Fig. 1: pin placement
Drawn at 10 px/um. Pins as bars across the die edge, other pins in gray.
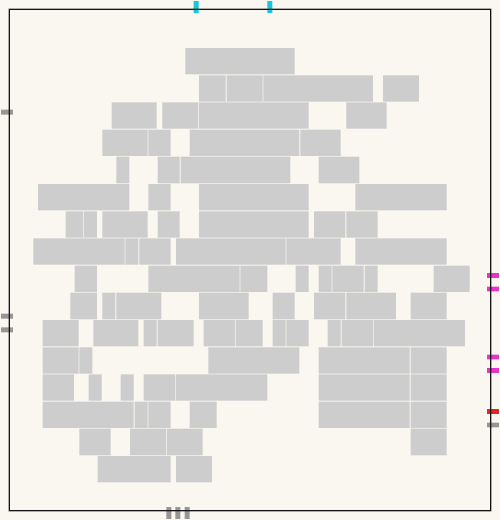
Fig. 2: nets reached from selected ports
Drawn at 6 px/um.
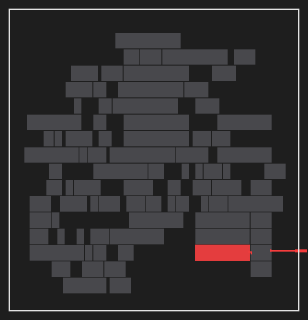
Fig. 3: sizing map
Drawn at 10 px/um.
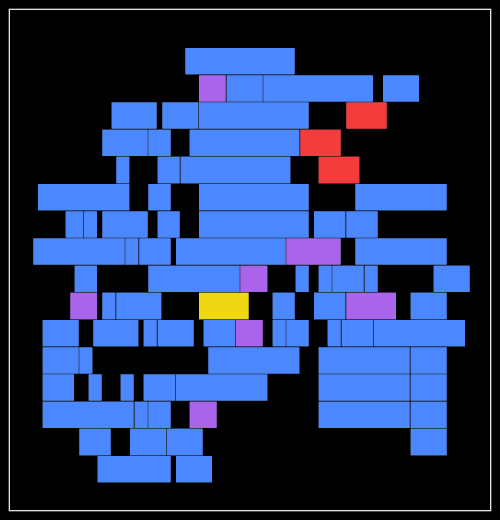
Fig. 4: gate families picked out
Drawn at 10 px/um.
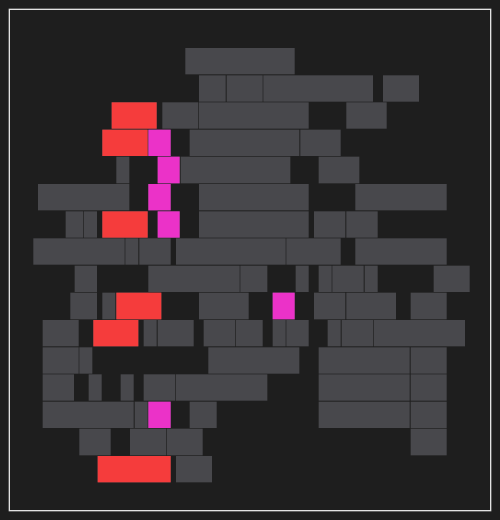
Fig. 5: placed standard cells
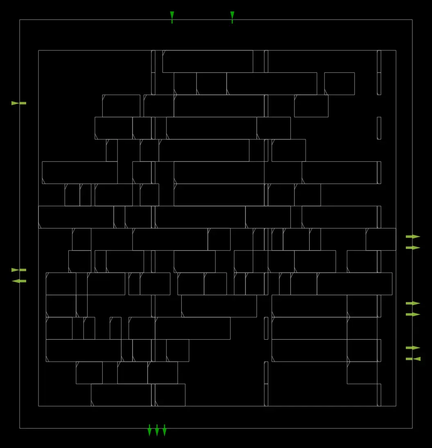
==> src/rtl/cdp_dec_sync.sv <==
// Priority-index decoder with input FIFO and per-word output hold.
// Index 0 maps to the MSB of out, mirroring the upstream encoder.
module cdp_dec_sync #(
  parameter int IDX_W = 2,
  parameter int DEPTH = 4,
  parameter int HOLD  = 1
) (
  input  logic                      clk,
  input  logic                      rst_n,
  input  logic [IDX_W-1:0]          in,
  input  logic                      valid_in,
  output logic                      ready_out,
  output logic [(2**IDX_W)-1:0]     out,
  output logic                      valid,
  output logic [$clog2(DEPTH):0]    count
);

  localparam int OUT_W = 2**IDX_W;
  localparam int AW    = $clog2(DEPTH);
  localparam int CW    = AW + 1;
  localparam int HW    = (HOLD > 1) ? $clog2(HOLD) : 1;

  typedef enum logic {
    S_IDLE,
    S_HOLD
  } state_t;

  state_t             state, state_n;
  logic [IDX_W-1:0]   mem [DEPTH];
  logic [AW-1:0]      wr_ptr, rd_ptr;
  logic [CW-1:0]      count_n;
  logic [HW-1:0]      hcnt, hcnt_n;
  logic [OUT_W-1:0]   out_n;
  logic               valid_n;
  logic               push, pop, empty;

  function automatic logic [OUT_W-1:0] dec(
    input logic [IDX_W-1:0] i
  );
    logic [OUT_W-1:0] msb;
    msb = {1'b1, {(OUT_W-1){1'b0}}};
    return msb >> i;
  endfunction

  assign ready_out = (count < CW'(DEPTH));
  assign push      = valid_in & ready_out;
  assign empty     = (count == '0);

  always_comb begin
    pop     = 1'b0;
    state_n = state;
    hcnt_n  = hcnt;
    out_n   = out;
    valid_n = valid;
    unique case (state)
      S_IDLE: begin
        if (!empty) begin
          pop     = 1'b1;
          out_n   = dec(mem[rd_ptr]);
          valid_n = 1'b1;
          hcnt_n  = HW'(HOLD - 1);
          state_n = S_HOLD;
        end else begin
          out_n   = '0;
          valid_n = 1'b0;
        end
      end
      S_HOLD: begin
        if (hcnt != '0) begin
          hcnt_n = hcnt - HW'(1);
        end else if (!empty) begin
          // next word follows with no idle gap
          pop     = 1'b1;
          out_n   = dec(mem[rd_ptr]);
          valid_n = 1'b1;
          hcnt_n  = HW'(HOLD - 1);
        end else begin
          out_n   = '0;
          valid_n = 1'b0;
          state_n = S_IDLE;
        end
      end
      default: begin
        out_n   = '0;
        valid_n = 1'b0;
        state_n = S_IDLE;
      end
    endcase
  end

  always_comb begin
    count_n = count;
    unique case ({push, pop})
      2'b10:   count_n = count + CW'(1);
      2'b01:   count_n = count - CW'(1);
      default: count_n = count;
    endcase
  end

  always_ff @(posedge clk) begin
    if (push) mem[wr_ptr] <= in;
  end

  always_ff @(posedge clk or negedge rst_n) begin
    if (!rst_n) begin
      state  <= S_IDLE;
      wr_ptr <= '0;
      rd_ptr <= '0;
      count  <= '0;
      hcnt   <= '0;
      out    <= '0;
      valid  <= 1'b0;
    end else begin
      state <= state_n;
      count <= count_n;
      hcnt  <= hcnt_n;
      out   <= out_n;
      valid <= valid_n;
      if (push) wr_ptr <= wr_ptr + AW'(1);
      if (pop)  rd_ptr <= rd_ptr + AW'(1);
    end
  end

endmodule

==> config.mk <==
export PLATFORM = sky130hd
export DESIGN_NAME = cdp_dec_sync
export DESIGN_NICKNAME = d
export VERILOG_FILES = /design/src/rtl/cdp_dec_sync.sv
export SDC_FILE = /design/constraint.sdc
export NUM_CORES = 1
export LEC_CHECK = 0
export CAP_MARGIN = 25
export CORE_AREA = 2 2 46 48
export DETAILED_ROUTE_END_ITERATION = 12
export DIE_AREA = 0 0 48 50
export PLACE_DENSITY = 0.73
export SLEW_MARGIN = 15
export SYNTH_ARGS = -nofsm -noshare
export SYNTH_HDL_FRONTEND = slang
export SYNTH_SLANG_ARGS = --single-unit
==> constraint.sdc <==
create_clock -name clk -period 2.15 [get_ports clk]
set_input_delay 0.43 -clock clk [delete_from_list [all_inputs] [get_ports clk]]
set_output_delay 0.43 -clock clk [all_outputs]
set_load 0.02 [all_outputs]
==> Changelog: implementation <==
## Flow update

* Largest stage delay on the critical path at 600 ps
* Total grt overflow at 0
* End-of-flow core utilization at 58.7%
* Non-clock inverters at 8
* Area Growth Syn to Fin at 20.9%
* Flip-flops at 20
* Post_cts resized at 0
* Post-synth top cells: dfrtp_1 (12), edfxtp_1 (8), inv_1 (8)
* Worst setup path startpoint: count[2]$_DFFE_PN0P_
* Critical path fanouts, max at 4
* CTS buffer count at 3
* Sequential share of power at 38.9%
* Relative slew slack at 64.9%
* Cell count after synthesis at 69
* Yosys cell count at 69
* Worst skew pair latency at 300 ps
* Multi-input combinational area share at 29.6%
* Registers, synthesis at 20
* Max-area cell class: sequential cells
* Syn Nets at 80
* WL met3 at 53 um
* Post-Place Cells at 108
* Routed WL per cell at 11.8 um
* Main flop type: dfrtp_1
* Tightest Pin Transition at 525 ps
* Yosys Chip Area at 923 um2
* Setup TNS at 0 ps
* Top-area cell share at 32.5%
* Crit path capture type: primary output
* Yosys top cell by area: dfrtp_1
* Clock-cell share of area at 3.25%
* Proportion of layout cells with a drive suffix above 1 at 12.9%
* Combinational fraction of design power at 47.8%
* Met1 wire length at 571 um
* Dominant logic cell types in the final layout: clkdlybuf4s50_1 (13), dfrtp_1 (12), inv_1 (8), edfxtp_1 (8)
* Crit path arrival time at 1420 ps
* R2R Setup Slk at 370 ps
* First-pass DRT Iterations at 4
* Synth async-reset ratio at 60.0%
* Log Warnings at 29
* Max-cap violation count at 0
* GRT Max-Usage Layer: met2
* Yosys warns at 0
* Setup CP Type: reg2out
* HPWL after detailed placement at 999 um
* Post-synthesis sequential area ratio at 58.5%
* Core Util at FP at 48.6%
* F_max at 0.541 GHz
* CTS tree: built
* Status: complete, no violations
Notes on Fig. 1 above:
[out] magenta | pins: 4 | direction: output | edge: east
[in] cyan | pins: 2 | direction: input | edge: north
[valid] red | pins: 1 | direction: output | edge: east
all pins by edge: 6 east, 3 west, 3 south, 2 north
Die X: 48 um
Port Buffers: 13
DIE HEIGHT: 50 um

Notes on Fig. 2 above:
[valid] red | direction: output | end cells: 1 | buffers: 1 | wire: 4.90 um
num ports: 14

Notes on Fig. 3 above:
[_0 and _1 cells] blue | cells: 74 | most used: clkdlybuf4s50_1
[_3 and _4 cells] purple | cells: 7 | most used: clkbuf_4
[_6 and larger] yellow | cells: 1 | most used: clkbuf_8
[_2 cells] red | cells: 3 | most used: mux2_2

Notes on Fig. 4 above:
[AND and OR gates] magenta | cells: 6 | most used: and2_1
[adder and majority cells] red | cells: 6 | most used: ha_1

Notes on Fig. 5 above:
Tap Count: 27
Post-Layout Cell Count: 112
Filler Cell Count: 160

flip-flops by register name, summed over array words and instances, names as in the netlist:
signal	flops
rd_ptr	2
valid	1
wr_ptr	2
out	4
count	3
mem	8
worst max path at each step:
stage	end	slack [ps]	cells after the start
2_1_floorplan	count[2]$_DFFE_PN0P_	280	8
3_3_place_gp	count[2]$_DFFE_PN0P_	90	9
3_5_place_dp	count[2]$_DFFE_PN0P_	50	9
4_1_cts	ready_out	290	2
5_1_grt	ready_out	230	2
6_report	ready_out	300	2
logic make-up (layout without fill, tap and decap cells):
logic type      Yosys count  after routing  synth area share, %
compound gates            5              5                 4.34
xor+xnor                  6              6                 5.69
fa+ha+maj                 6              6                 8.94
buf+inv                  11             27                 5.69
flops                    20             20                 58.5
mux                       6              6                 7.45
simple gates             15             15                 9.35
Power and IR drop assume default switching activity.
